<file path="src/rtl/conv_pkg.sv">
// -----------------------------------------------------------------------------
// conv_pkg
// Shared definitions for the convolution datapath.
//   ram_state_t  : clear-sweep FSM states used by param_ram_sweep
//   CONV_DATA_W  : default pixel/kernel word width
//   CONV_DEPTH   : default number of words per parameter RAM
// -----------------------------------------------------------------------------
package conv_pkg;

  typedef enum logic {
    ST_INIT = 1'b0,
    ST_IDLE = 1'b1
  } ram_state_t;

  localparam int CONV_DATA_W = 8;
  localparam int CONV_DEPTH  = 16;

endpackage : conv_pkg

</file>
<file path="src/rtl/param_ram_sweep.sv">
// -----------------------------------------------------------------------------
// param_ram_sweep
// Clear-sweep controller for param_ram. After reset, or on init_req while
// idle, it walks every address from 0 to DEPTH-1, one per clock, and asks the
// RAM to write its init value there.
// Ports:
//   i_clk        : clock, rising edge
//   i_clr_n      : asynchronous active-low reset (restarts the sweep at 0)
//   i_init_req   : start a new sweep, honoured only while idle
//   o_busy       : high for the whole sweep
//   o_sweep_we   : write strobe for the init value
//   o_sweep_addr : address currently being cleared
// -----------------------------------------------------------------------------
module param_ram_sweep
  import conv_pkg::*;
#(
  parameter int DEPTH  = CONV_DEPTH,
  parameter int ADDR_W = $clog2(DEPTH)
) (
  input  logic              i_clk,
  input  logic              i_clr_n,
  input  logic              i_init_req,
  output logic              o_busy,
  output logic              o_sweep_we,
  output logic [ADDR_W-1:0] o_sweep_addr
);

  localparam logic [ADDR_W-1:0] LAST_ADDR = ADDR_W'(DEPTH - 1);

  ram_state_t        r_state;
  ram_state_t        w_state_nxt;
  logic [ADDR_W-1:0] r_cnt;
  logic [ADDR_W-1:0] w_cnt_nxt;

  always_ff @(posedge i_clk or negedge i_clr_n) begin
    if (!i_clr_n) begin
      r_state <= ST_INIT;
      r_cnt   <= '0;
    end else begin
      r_state <= w_state_nxt;
      r_cnt   <= w_cnt_nxt;
    end
  end

  always_comb begin
    w_state_nxt  = r_state;
    w_cnt_nxt    = r_cnt;
    o_busy       = 1'b0;
    o_sweep_we   = 1'b0;
    o_sweep_addr = r_cnt;
    case (r_state)
      ST_INIT: begin
        o_busy     = 1'b1;
        o_sweep_we = 1'b1;
        // The last entry is written on the same edge that leaves INIT.
        if (r_cnt == LAST_ADDR) begin
          w_state_nxt = ST_IDLE;
          w_cnt_nxt   = '0;
        end else begin
          w_cnt_nxt = r_cnt + 1'b1;
        end
      end
      ST_IDLE: begin
        if (i_init_req) begin
          w_state_nxt = ST_INIT;
          w_cnt_nxt   = '0;
        end
      end
      default: begin
        w_state_nxt = ST_INIT;
        w_cnt_nxt   = '0;
      end
    endcase
  end

endmodule : param_ram_sweep

</file>
<file path="src/rtl/param_ram.sv">
// -----------------------------------------------------------------------------
// param_ram
// Parametrised one-write/one-read memory for the convolution engine. Registered
// read with a valid pulse, selectable read-during-write result, out-of-range
// detection and a clear sweep after reset or on request.
// Ports:
//   clk      : clock, rising edge
//   clr_n    : asynchronous active-low reset
//   init_req : start a clear sweep (idle only)
//   busy     : high while the sweep runs; all accesses are ignored then
//   wr_en/wr_addr/wr_data : write port
//   rd_en/rd_addr         : read port
//   rd_data  : registered read data, held until the next accepted read
//   rd_valid : one-cycle pulse, rd_data was updated
//   err      : one-cycle pulse, an out-of-range access happened last cycle
// -----------------------------------------------------------------------------
module param_ram
  import conv_pkg::*;
#(
  parameter int                DATA_W   = CONV_DATA_W,
  parameter int                DEPTH    = CONV_DEPTH,
  parameter int                ADDR_W   = $clog2(DEPTH),
  parameter bit                BYPASS   = 1'b1,
  parameter logic [DATA_W-1:0] INIT_VAL = '0
) (
  input  logic              clk,
  input  logic              clr_n,
  input  logic              init_req,
  output logic              busy,
  input  logic              wr_en,
  input  logic [ADDR_W-1:0] wr_addr,
  input  logic [DATA_W-1:0] wr_data,
  input  logic              rd_en,
  input  logic [ADDR_W-1:0] rd_addr,
  output logic [DATA_W-1:0] rd_data,
  output logic              rd_valid,
  output logic              err
);

  // One extra bit so DEPTH itself is representable when it is a power of 2.
  localparam logic [ADDR_W:0] DEPTH_L = (ADDR_W + 1)'(DEPTH);

  logic [DATA_W-1:0] r_mem [DEPTH];
  logic [DATA_W-1:0] r_rd_data;
  logic              r_rd_valid;
  logic              r_err;

  logic              w_busy;
  logic              w_sweep_we;
  logic [ADDR_W-1:0] w_sweep_addr;
  logic              w_wr_in_rng;
  logic              w_rd_in_rng;
  logic              w_wr_ok;
  logic              w_rd_acc;
  logic              w_err_nxt;
  logic [DATA_W-1:0] w_rd_word;

  param_ram_sweep #(
    .DEPTH  (DEPTH),
    .ADDR_W (ADDR_W)
  ) u_sweep (
    .i_clk        (clk),
    .i_clr_n      (clr_n),
    .i_init_req   (init_req),
    .o_busy       (w_busy),
    .o_sweep_we   (w_sweep_we),
    .o_sweep_addr (w_sweep_addr)
  );

  assign w_wr_in_rng = ({1'b0, wr_addr} < DEPTH_L);
  assign w_rd_in_rng = ({1'b0, rd_addr} < DEPTH_L);
  assign w_wr_ok     = !w_busy && wr_en && w_wr_in_rng;
  assign w_rd_acc    = !w_busy && rd_en;
  // Both ports out of range in one cycle still give a single pulse.
  assign w_err_nxt   = !w_busy && ((wr_en && !w_wr_in_rng) || (rd_en && !w_rd_in_rng));

  always_comb begin
    w_rd_word = '0;
    if (w_rd_in_rng) begin
      if (BYPASS && w_wr_ok && (wr_addr == rd_addr)) begin
        w_rd_word = wr_data;
      end else begin
        w_rd_word = r_mem[rd_addr];
      end
    end
  end

  // Array has no reset; the sweep is what clears it.
  always_ff @(posedge clk) begin
    if (w_sweep_we) begin
      r_mem[w_sweep_addr] <= INIT_VAL;
    end else if (w_wr_ok) begin
      r_mem[wr_addr] <= wr_data;
    end
  end

  always_ff @(posedge clk or negedge clr_n) begin
    if (!clr_n) begin
      r_rd_data  <= '0;
      r_rd_valid <= 1'b0;
      r_err      <= 1'b0;
    end else begin
      r_rd_valid <= w_rd_acc;
      r_err      <= w_err_nxt;
      if (w_rd_acc) begin
        r_rd_data <= w_rd_word;
      end
    end
  end

  assign busy     = w_busy;
  assign rd_data  = r_rd_data;
  assign rd_valid = r_rd_valid;
  assign err      = r_err;

endmodule : param_ram

</file>
<file path="config.mk">
export PLATFORM = sky130hd
export DESIGN_NAME = param_ram
export DESIGN_NICKNAME = d
export VERILOG_FILES = /design/src/rtl/conv_pkg.sv /design/src/rtl/param_ram_sweep.sv /design/src/rtl/param_ram.sv
export SDC_FILE = /design/constraint.sdc
export NUM_CORES = 1
export LEC_CHECK = 0
export CORE_UTILIZATION = 45
export CTS_CLUSTER_SIZE = 14
export DETAILED_ROUTE_END_ITERATION = 12
export PLACE_DENSITY = 0.66
export SYNTH_ARGS = -nofsm -noshare
export SYNTH_HDL_FRONTEND = slang
export SYNTH_SLANG_ARGS = --single-unit
</file>
<file path="constraint.sdc">
create_clock -name clk -period 3.5 [get_ports clk]
set_input_delay 0.35 -clock clk [delete_from_list [all_inputs] [get_ports clk]]
set_output_delay 0.35 -clock clk [all_outputs]
set_load 0.01 [all_outputs]
</file>
run_1/final_clocks.png
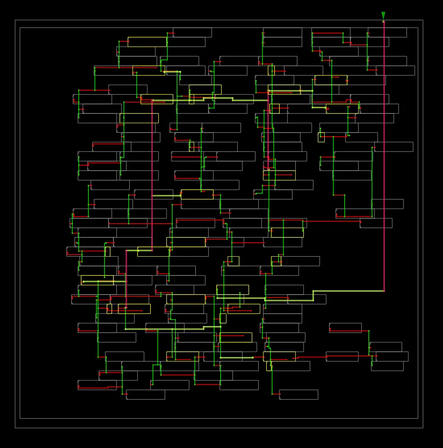
Sink Count: 142
TritonCTS Buffers: 17
Seq cells: 142
Layout Skew: 0.0103 ns

run_1/port_nets.png
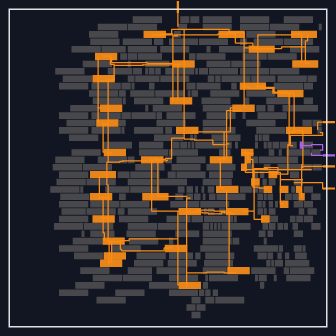
legend:
  `rd_addr`:
    color: orange
    bits: 4
    direction: input
    edge: 3 east, 1 north
    end_cells: 44
    wire: 1,170 um
  `rd_en`:
    color: purple
    bits: 1
    direction: input
    edge: east
    end_cells: 1
    wire: 17.7 um
# IOs: 32
port bufs: 30

run_1/registers.png
Scale bar: 20 um.
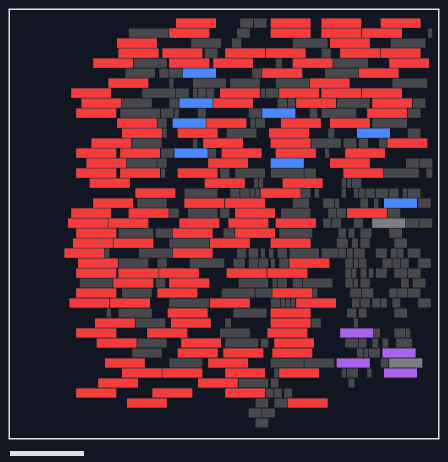
legend:
  `rd_data`:
    color: blue
    sequential_cells: 8
  `r_mem`:
    color: red
    sequential_cells: 128
  `u_sweep.o_sweep_addr`:
    color: purple
    sequential_cells: 4
    where: south-east
not colored: 2
register area: 4190 um^2
Flop+latch power: 2.39 mW
final core occ: 55.3%
sequential portion of the cell area: 59.8%

==> GITHUB_STEP_SUMMARY, run 1 <==
## Synthesis and layout report

| Metric | Value |
|---|---|
| YS chip area | `5890 um^2` |
| Postcts setup bufs | `0` |
| Dominant flop cell | `edfxtp_1` |
| Yosys aoi share | `6.35%` |
| Status | `finished, final reports clean` |
| # clk buffers | `18` |
| Most used cell, CP | `a21oi_1` |
| Vias post-DR | `3,165` |
| Floorplan Nets | `343` |
| Ys Warns | `0` |
| Post-layout period usage of the worst path | `70.3%` |
| Cell type with the largest total area | `edfxtp_1` |
| Cell area after synthesis | `5890 um^2` |
| Non-clock buffer share | `6.35%` |
| Reg2Reg Setup Slack | `1.04 ns` |
| Clock transition at path regs | `0.06 ns` |
| Final hold vios | `0` |
| GRT overflow | `0` |
| Die Area | `13,600 um^2` |
| Leading cell kind | `flip-flops and latches` |
| Commonest cells in the netlist | `edfxtp_1 (128), mux4_2 (23), nor2_1 (23), dfrtp_1 (14)` |
==> run 1: sequential cells by signal (all words and copies together), names as in the netlist <==
signal / count
u_sweep.r_state: 1
u_sweep.o_sweep_addr: 4
rd_data: 8
rd_valid: 1
r_mem: 128
==> run 1: metal layers <==
metal / up-vias / GRT usage [%] / share of wire [%]
met3: 15 / 5.24 / 6.6
li1: 1403 / - / -
met4: 0 / 8.72 / 1.8
met1: 1638 / 27.2 / 42
met5: - / 0 / 0
met2: 109 / 31.3 / 49
==> run 1: report_power, final <==
group / internal, mW / switching, mW / total (mW)
registers: 2.24 / 0.157 / 2.39
clock network: 1.18 / 0.645 / 1.82
logic: 0.447 / 0.551 / 0.998
total: 3.86 / 1.35 / 5.21
run_1/drive_strength.png
Scale bar: 20 um.
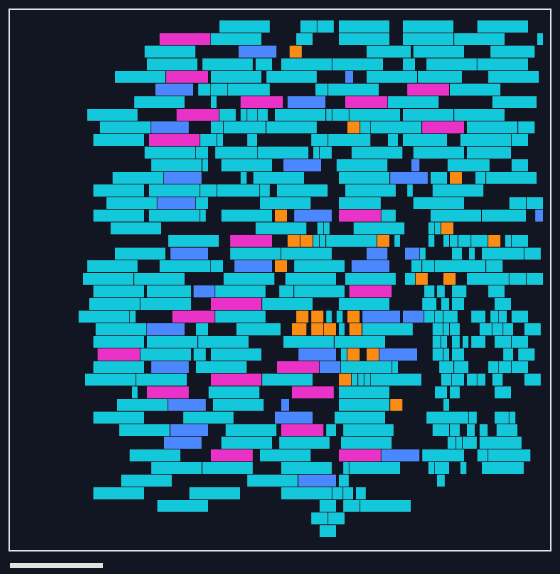

==> run 2: changes to the inputs <==
Clock period 3.5 ns to 2.4 ns, I/O delays scaled along.
run_2/drive_strength.png
Scale bar: 20 um.
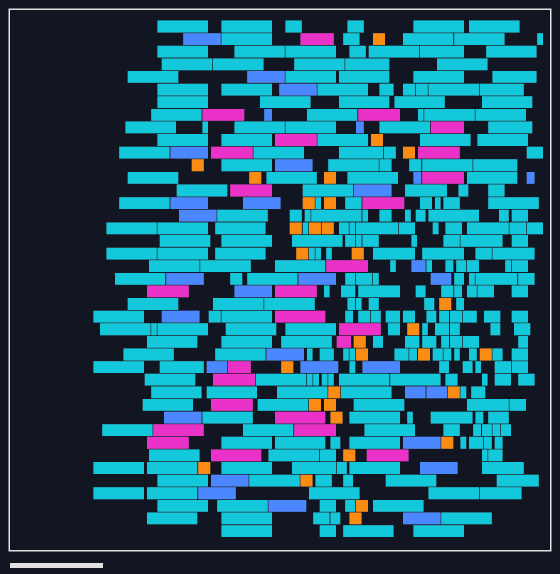
legend:
  drive 1 or less:
    color: cyan
    cells: 304
    share: 78%
  drive 3 to 4:
    color: orange
    cells: 31
    share: 7.9%
  drive 2:
    color: blue
    cells: 32
    share: 8.2%
  drive 6 and up:
    color: magenta
    cells: 25
    share: 6.4%
Final Cell Area: 7120 um^2
Synth-to-Final Area Change: 20.9%
setup ws final: 0.237 ns

run_2/registers.png
Scale bar: 20 um.
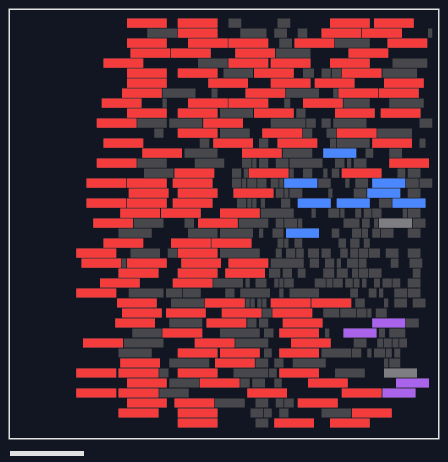
legend:
  `r_mem`:
    color: red
    sequential_cells: 128
  `u_sweep.o_sweep_addr`:
    color: purple
    sequential_cells: 4
    where: south-east
  `rd_data`:
    color: blue
    sequential_cells: 8
    where: east
sequential portion of the cell area: 58.9%
Flop+latch power: 3.49 mW
final core occ: 56.2%

run_2/final_clocks.png
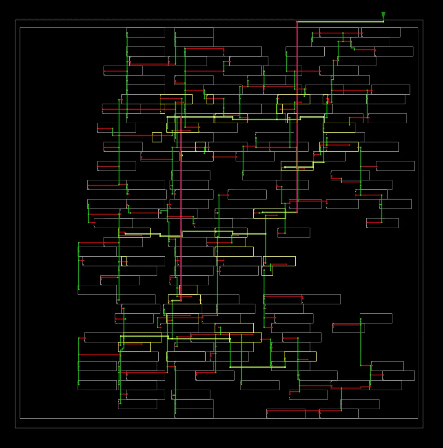
Layout Skew: 0.0102 ns
# clk buffers: 21

==> GITHUB_STEP_SUMMARY, run 2 <==
## Synthesis and layout report

| Metric | Value |
|---|---|
| Status | `finished, final reports clean` |
| Top Layer Used | `met4` |
| Met3 wire len | `646 um (-22%)` |
| P_clk | `2.72 mW (+49%)` |
| Comb pwr | `1.54 mW (+54%)` |
| Sw Share | `25.9% (-0.061 points)` |
| Reg2Reg Setup Slack | `0.24 ns (-0.80 ns)` |
| # IOs | `32 (unchanged)` |
| Postcts setup bufs | `0 (unchanged)` |
| YS chip area | `5890 um^2 (unchanged)` |
| Metal-1 WL | `5490 um (+4.1%)` |
| Grt met2 use | `33.5% (+2.1 points)` |
| Max FFs per register | `128 (unchanged)` |
| P_sw | `2.01 mW (+48%)` |
| TritonCTS Buffers | `17 (unchanged)` |
| Cell area after synthesis | `5890 um^2 (unchanged)` |
| Wire per inst | `22.8 um` |
| Die Area | `13,600 um^2 (unchanged)` |
| Final hold vios | `0 (unchanged)` |
| Yosys aoi share | `6.35% (unchanged)` |
| Met3 Use GR | `4.36% (-0.88 points)` |
| Vias post-DR | `3,219 (+1.7%)` |
| Logic pwr share | `19.9% (+0.8 points)` |
| Met2 WL | `6430 um (+4.8%)` |
| Top cell excl fill/tap | `edfxtp_1` |
| Commonest cells in the netlist | `edfxtp_1 (128), mux4_2 (23), nor2_1 (23), dfrtp_1 (14)` |
| Sink Count | `142 (unchanged)` |
| Most Crowded Layer GR | `met2` |
| Ys Warns | `0 (unchanged)` |
| Cell type with the largest total area | `edfxtp_1` |
| Minimum hold slack | `0.241 ns` |
| M1 GR Usage | `27.1% (-0.060 points)` |
| Top reg by flops | `r_mem` |
| Floorplan Nets | `343 (unchanged)` |
| Pwr top | `sequential cells` |
==> run 2: final cells by class <==
class | count | area [um^2] | area share, %
Sequential cell | 142 | 4190 | 58.9
Multi-Input combinational cell | 155 | 1540 | 21.6
Timing Repair Buffer | 60 | 546 | 7.66
Clock buffer | 21 | 450 | 6.32
Tap cell | 172 | 215 | 3.02
Clock inverter | 11 | 166 | 2.34
Inverter | 3 | 11.3 | 0.158
==> run 2: cells by family after synthesis <==
kind of cell / count (synthesis)
adders and majority gates: 1
muxes: 32
and+or+nand+nor: 68
other: 1
DFF: 142
buffers and inverters: 24
AOI/OAI and AO/OA: 47
xor gates and xnor gates: 6
Power is estimated from default activity; no workload was simulated.
